**src/rtl/mips_core_pkg.sv**
```systemverilog
// Shared core types and widths; holds the instruction-queue entry and state encodings.
package mips_core_pkg;

   localparam int ADDR_WIDTH   = 32;
   localparam int DATA_WIDTH   = 32;
   localparam int INST_Q_DEPTH = 8;

   typedef struct packed {
      logic [ADDR_WIDTH-1:0] pc;
      logic [DATA_WIDTH-1:0] instr;
   } inst_q_entry_t;

   typedef enum logic {
      IQ_NORMAL,
      IQ_RESYNC
   } inst_q_state_t;

endpackage

```
**src/rtl/inst_q_storage.sv**
```systemverilog
// Entry array for the instruction queue: one synchronous write port and one
// asynchronous read port so the head entry falls through to decode.
module inst_q_storage #(
   parameter int DEPTH = 8,
   parameter int WIDTH = 64,
   localparam int AW   = $clog2(DEPTH)
) (
   input  logic             clk,
   input  logic             we,
   input  logic [AW-1:0]    waddr,
   input  logic [WIDTH-1:0] wdata,
   input  logic [AW-1:0]    raddr,
   output logic [WIDTH-1:0] rdata
);

   logic [WIDTH-1:0] mem [DEPTH];

   always_ff @(posedge clk) begin
      if (we) begin
         mem[waddr] <= wdata;
      end
   end

   assign rdata = mem[raddr];

endmodule

```
**src/rtl/inst_queue.sv**
```systemverilog
// Fetch-to-decode instruction FIFO with mispredict flush and redirect resync.
//
// state     | meaning
// ----------|-----------------------------------------------------------
// IQ_NORMAL | accept every i-cache beat while not full
// IQ_RESYNC | after a flush; drop beats until in_pc matches the redirect pc
import mips_core_pkg::*;

module inst_queue #(
   parameter int DEPTH      = mips_core_pkg::INST_Q_DEPTH,
   parameter int ADDR_WIDTH = mips_core_pkg::ADDR_WIDTH,
   parameter int DATA_WIDTH = mips_core_pkg::DATA_WIDTH
) (
   input  logic                     clk,
   input  logic                     rst,
   input  logic                     in_valid,
   input  logic [DATA_WIDTH-1:0]    in_data,
   input  logic [ADDR_WIDTH-1:0]    in_pc,
   input  logic                     flush,
   input  logic [ADDR_WIDTH-1:0]    redirect_pc,
   input  logic                     deq,
   output logic                     out_valid,
   output logic                     out_full,
   output logic [DATA_WIDTH-1:0]    out_data,
   output logic [ADDR_WIDTH-1:0]    out_pc,
   output logic [$clog2(DEPTH):0]   out_count
);

   localparam int PW = $clog2(DEPTH);
   localparam int CW = PW + 1;
   localparam int EW = ADDR_WIDTH + DATA_WIDTH;

   inst_q_state_t         state_q;
   inst_q_state_t         state_d;
   logic [ADDR_WIDTH-1:0] expected_pc_q;
   logic [PW-1:0]         head_q;
   logic [PW-1:0]         tail_q;
   logic [CW-1:0]         count_q;

   logic                  accept;
   logic                  do_enq;
   logic                  do_deq;
   logic [EW-1:0]         head_entry;

   assign out_valid = (count_q != '0);
   assign out_full  = (count_q == CW'(DEPTH));
   assign out_count = count_q;
   assign out_pc    = head_entry[EW-1:DATA_WIDTH];
   assign out_data  = head_entry[DATA_WIDTH-1:0];

   assign do_deq = deq & out_valid;
   assign do_enq = in_valid & ~out_full & accept;

   always_comb begin
      state_d = state_q;
      accept  = 1'b1;
      case (state_q)
         IQ_NORMAL: begin
            accept = 1'b1;
         end
         IQ_RESYNC: begin
            accept = (in_pc == expected_pc_q);
            if (do_enq) begin
               state_d = IQ_NORMAL;
            end
         end
         default: begin
            state_d = IQ_NORMAL;
         end
      endcase
      if (flush) begin
         state_d = IQ_RESYNC;
      end
   end

   always_ff @(posedge clk) begin
      if (rst) begin
         state_q <= IQ_NORMAL;
      end else begin
         state_q <= state_d;
      end
   end

   always_ff @(posedge clk) begin
      if (rst) begin
         head_q        <= '0;
         tail_q        <= '0;
         count_q       <= '0;
         expected_pc_q <= '0;
      end else if (flush) begin
         head_q        <= '0;
         tail_q        <= '0;
         count_q       <= '0;
         expected_pc_q <= redirect_pc;
      end else begin
         if (do_enq) begin
            tail_q <= tail_q + PW'(1);
         end
         if (do_deq) begin
            head_q <= head_q + PW'(1);
         end
         case ({do_enq, do_deq})
            2'b10:   count_q <= count_q + CW'(1);
            2'b01:   count_q <= count_q - CW'(1);
            default: count_q <= count_q;
         endcase
      end
   end

   // Writes during flush/reset are harmless but suppressed to keep the array quiet.
   inst_q_storage #(
      .DEPTH (DEPTH),
      .WIDTH (EW)
   ) u_storage (
      .clk   (clk),
      .we    (do_enq & ~flush & ~rst),
      .waddr (tail_q),
      .wdata ({in_pc, in_data}),
      .raddr (head_q),
      .rdata (head_entry)
   );

endmodule
```
**config.mk**
```make
export PLATFORM = sky130hd
export DESIGN_NAME = inst_queue
export DESIGN_NICKNAME = d
export VERILOG_FILES = /design/src/rtl/mips_core_pkg.sv /design/src/rtl/inst_q_storage.sv /design/src/rtl/inst_queue.sv
export SDC_FILE = /design/constraint.sdc
export NUM_CORES = 1
export LEC_CHECK = 0
export CORE_ASPECT_RATIO = 1.25
export CORE_MARGIN = 5
export CORE_UTILIZATION = 50
export CTS_BUF_LIST = sky130_fd_sc_hd__clkbuf_4
export DETAILED_ROUTE_END_ITERATION = 10
export PLACE_DENSITY = 0.82
export SETUP_SLACK_MARGIN = 0.1
export SLEW_MARGIN = 10
export SYNTH_ARGS = -nofsm -noshare
export SYNTH_HDL_FRONTEND = slang
export SYNTH_SLANG_ARGS = --single-unit
```
**constraint.sdc**
```tcl
create_clock -name clk -period 8.75 [get_ports clk]
set_clock_uncertainty 0.1 [all_clocks]
set_input_delay 1.3125 -clock clk [delete_from_list [all_inputs] [get_ports clk]]
set_output_delay 1.3125 -clock clk [all_outputs]
set_load 0.05 [all_outputs]
```
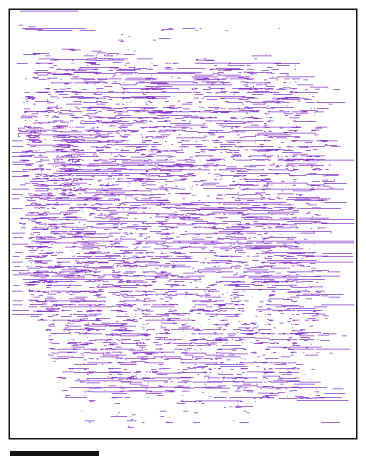
layer_met1.png
The bar under the picture is 50 um long.
share of all routed wire: 39%
longest straight run: 63.5 um
nets with wire on the layer: 1273

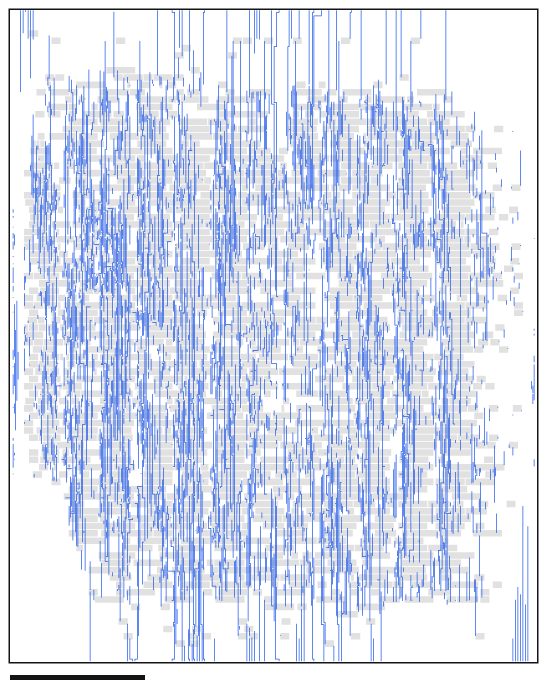
layer_met2.png
The bar under the picture is 50 um long. Cells faint in the background.
wire length on this layer: 22.9 mm
nets with wire on the layer: 1257
WL final: 43650 um
via count: 10690
M2 GR Usage: 0.3223

==> impl_metrics.csv <==
group,metric,value,unit
worst_setup_path,endpoint_kind,"output port",
min_path,hp-start,"head_q[1]",
final_timing,setup_ws,3.136,ns
worst_setup_path,start_kind,"register",
cells_and_area,sh_seq_area,0.6391,
synth,async_flop_share,0,
worst_setup_path,critPathMaxStageDelay,0.88,ns
pwr,power.switching,1149,uW
cells_and_area,largest_register_ffs,512,
clock_network,cts_htree_levels,4,
clock_network,clk_pin_slew_worst_paths,0.06,ns
cells_and_area,postLayoutCoreUtil,0.6039,
grt,gr-max-usage-layer,"met2",
floorplan,die_y,241.2,um
placed_design,dp_cells,1677,
route,wl_met3,3093,um
synth,topCombFamilyByArea,"multiplexers",
grt,grt.met1_usage,0.2371,
final_timing,tightest_slew,1.119,ns
pwr,combPwrFrac,0.050,
synth,synth_cell_types,34,
min_path,hold_path_depth,2,
synth,top_area_frac,0.7189,
route,ant_nets,0,
synth,adder_share,0.003861,
worst_setup_path,critPathTopFamily,"buffers and inverters",
worst_setup_path,critPathBufInv,2,
cells_and_area,buffer_area_frac,0.07061,
cells_and_area,buffers,184,
placed_design,gp_congestion,0.7538,
route,viasPerCell,5.560,
final_timing,finalMaxSlewViolations,0,
worst_setup_path,crit_cells,4,
floorplan,coreArea,42250,sq um
floorplan,well_tap_count,559,
synth,avgSynthCellArea,21.76,sq um
worst_setup_path,reg2reg_depth,7,
status,outcome,"completed",
grt,grt_first_pass_wirelength,66910,um
cells_and_area,fillerInstances,2996,
pwr,vdd_drop_max,125.8,uV
job,warnings,27,
final_timing,holdWs,0.3835,ns
floorplan,die_x,195.0,um
cells_and_area,layout_top_cells,"edfxtp_1 (512), clkbuf_4 (202), clkdlybuf4s50_1 (169)",
worst_setup_path,arrival,4.20,ns
cells_and_area,final_cell_area,25520,sq um
synth,ys.flops,558,
synth,ff_type,"edfxtp_1",
synth,yosys-top-cells-count,"edfxtp_1 (512), mux4_2 (128), mux2_2 (64)",
clock_network,clk_latency,0.81,ns
clock_network,cts_tree,"done",
floorplan,fp-row-count,84,
floorplan,fp.dieArea,47040,sq um
synth,ys_sh_aoi,0.003744,
floorplan,ios,171,
worst_setup_path,path_class,"reg2out",
pwr,p_int,4172,uW
final_timing,slew_headroom,0.2542,
synth,ys_warn_count,0,
final_timing,setup_violations,0,
final_timing,min_period,5.614,ns
route,first_pass_iters,5,
No activity file was given, so power comes from the tool's default toggle rates.
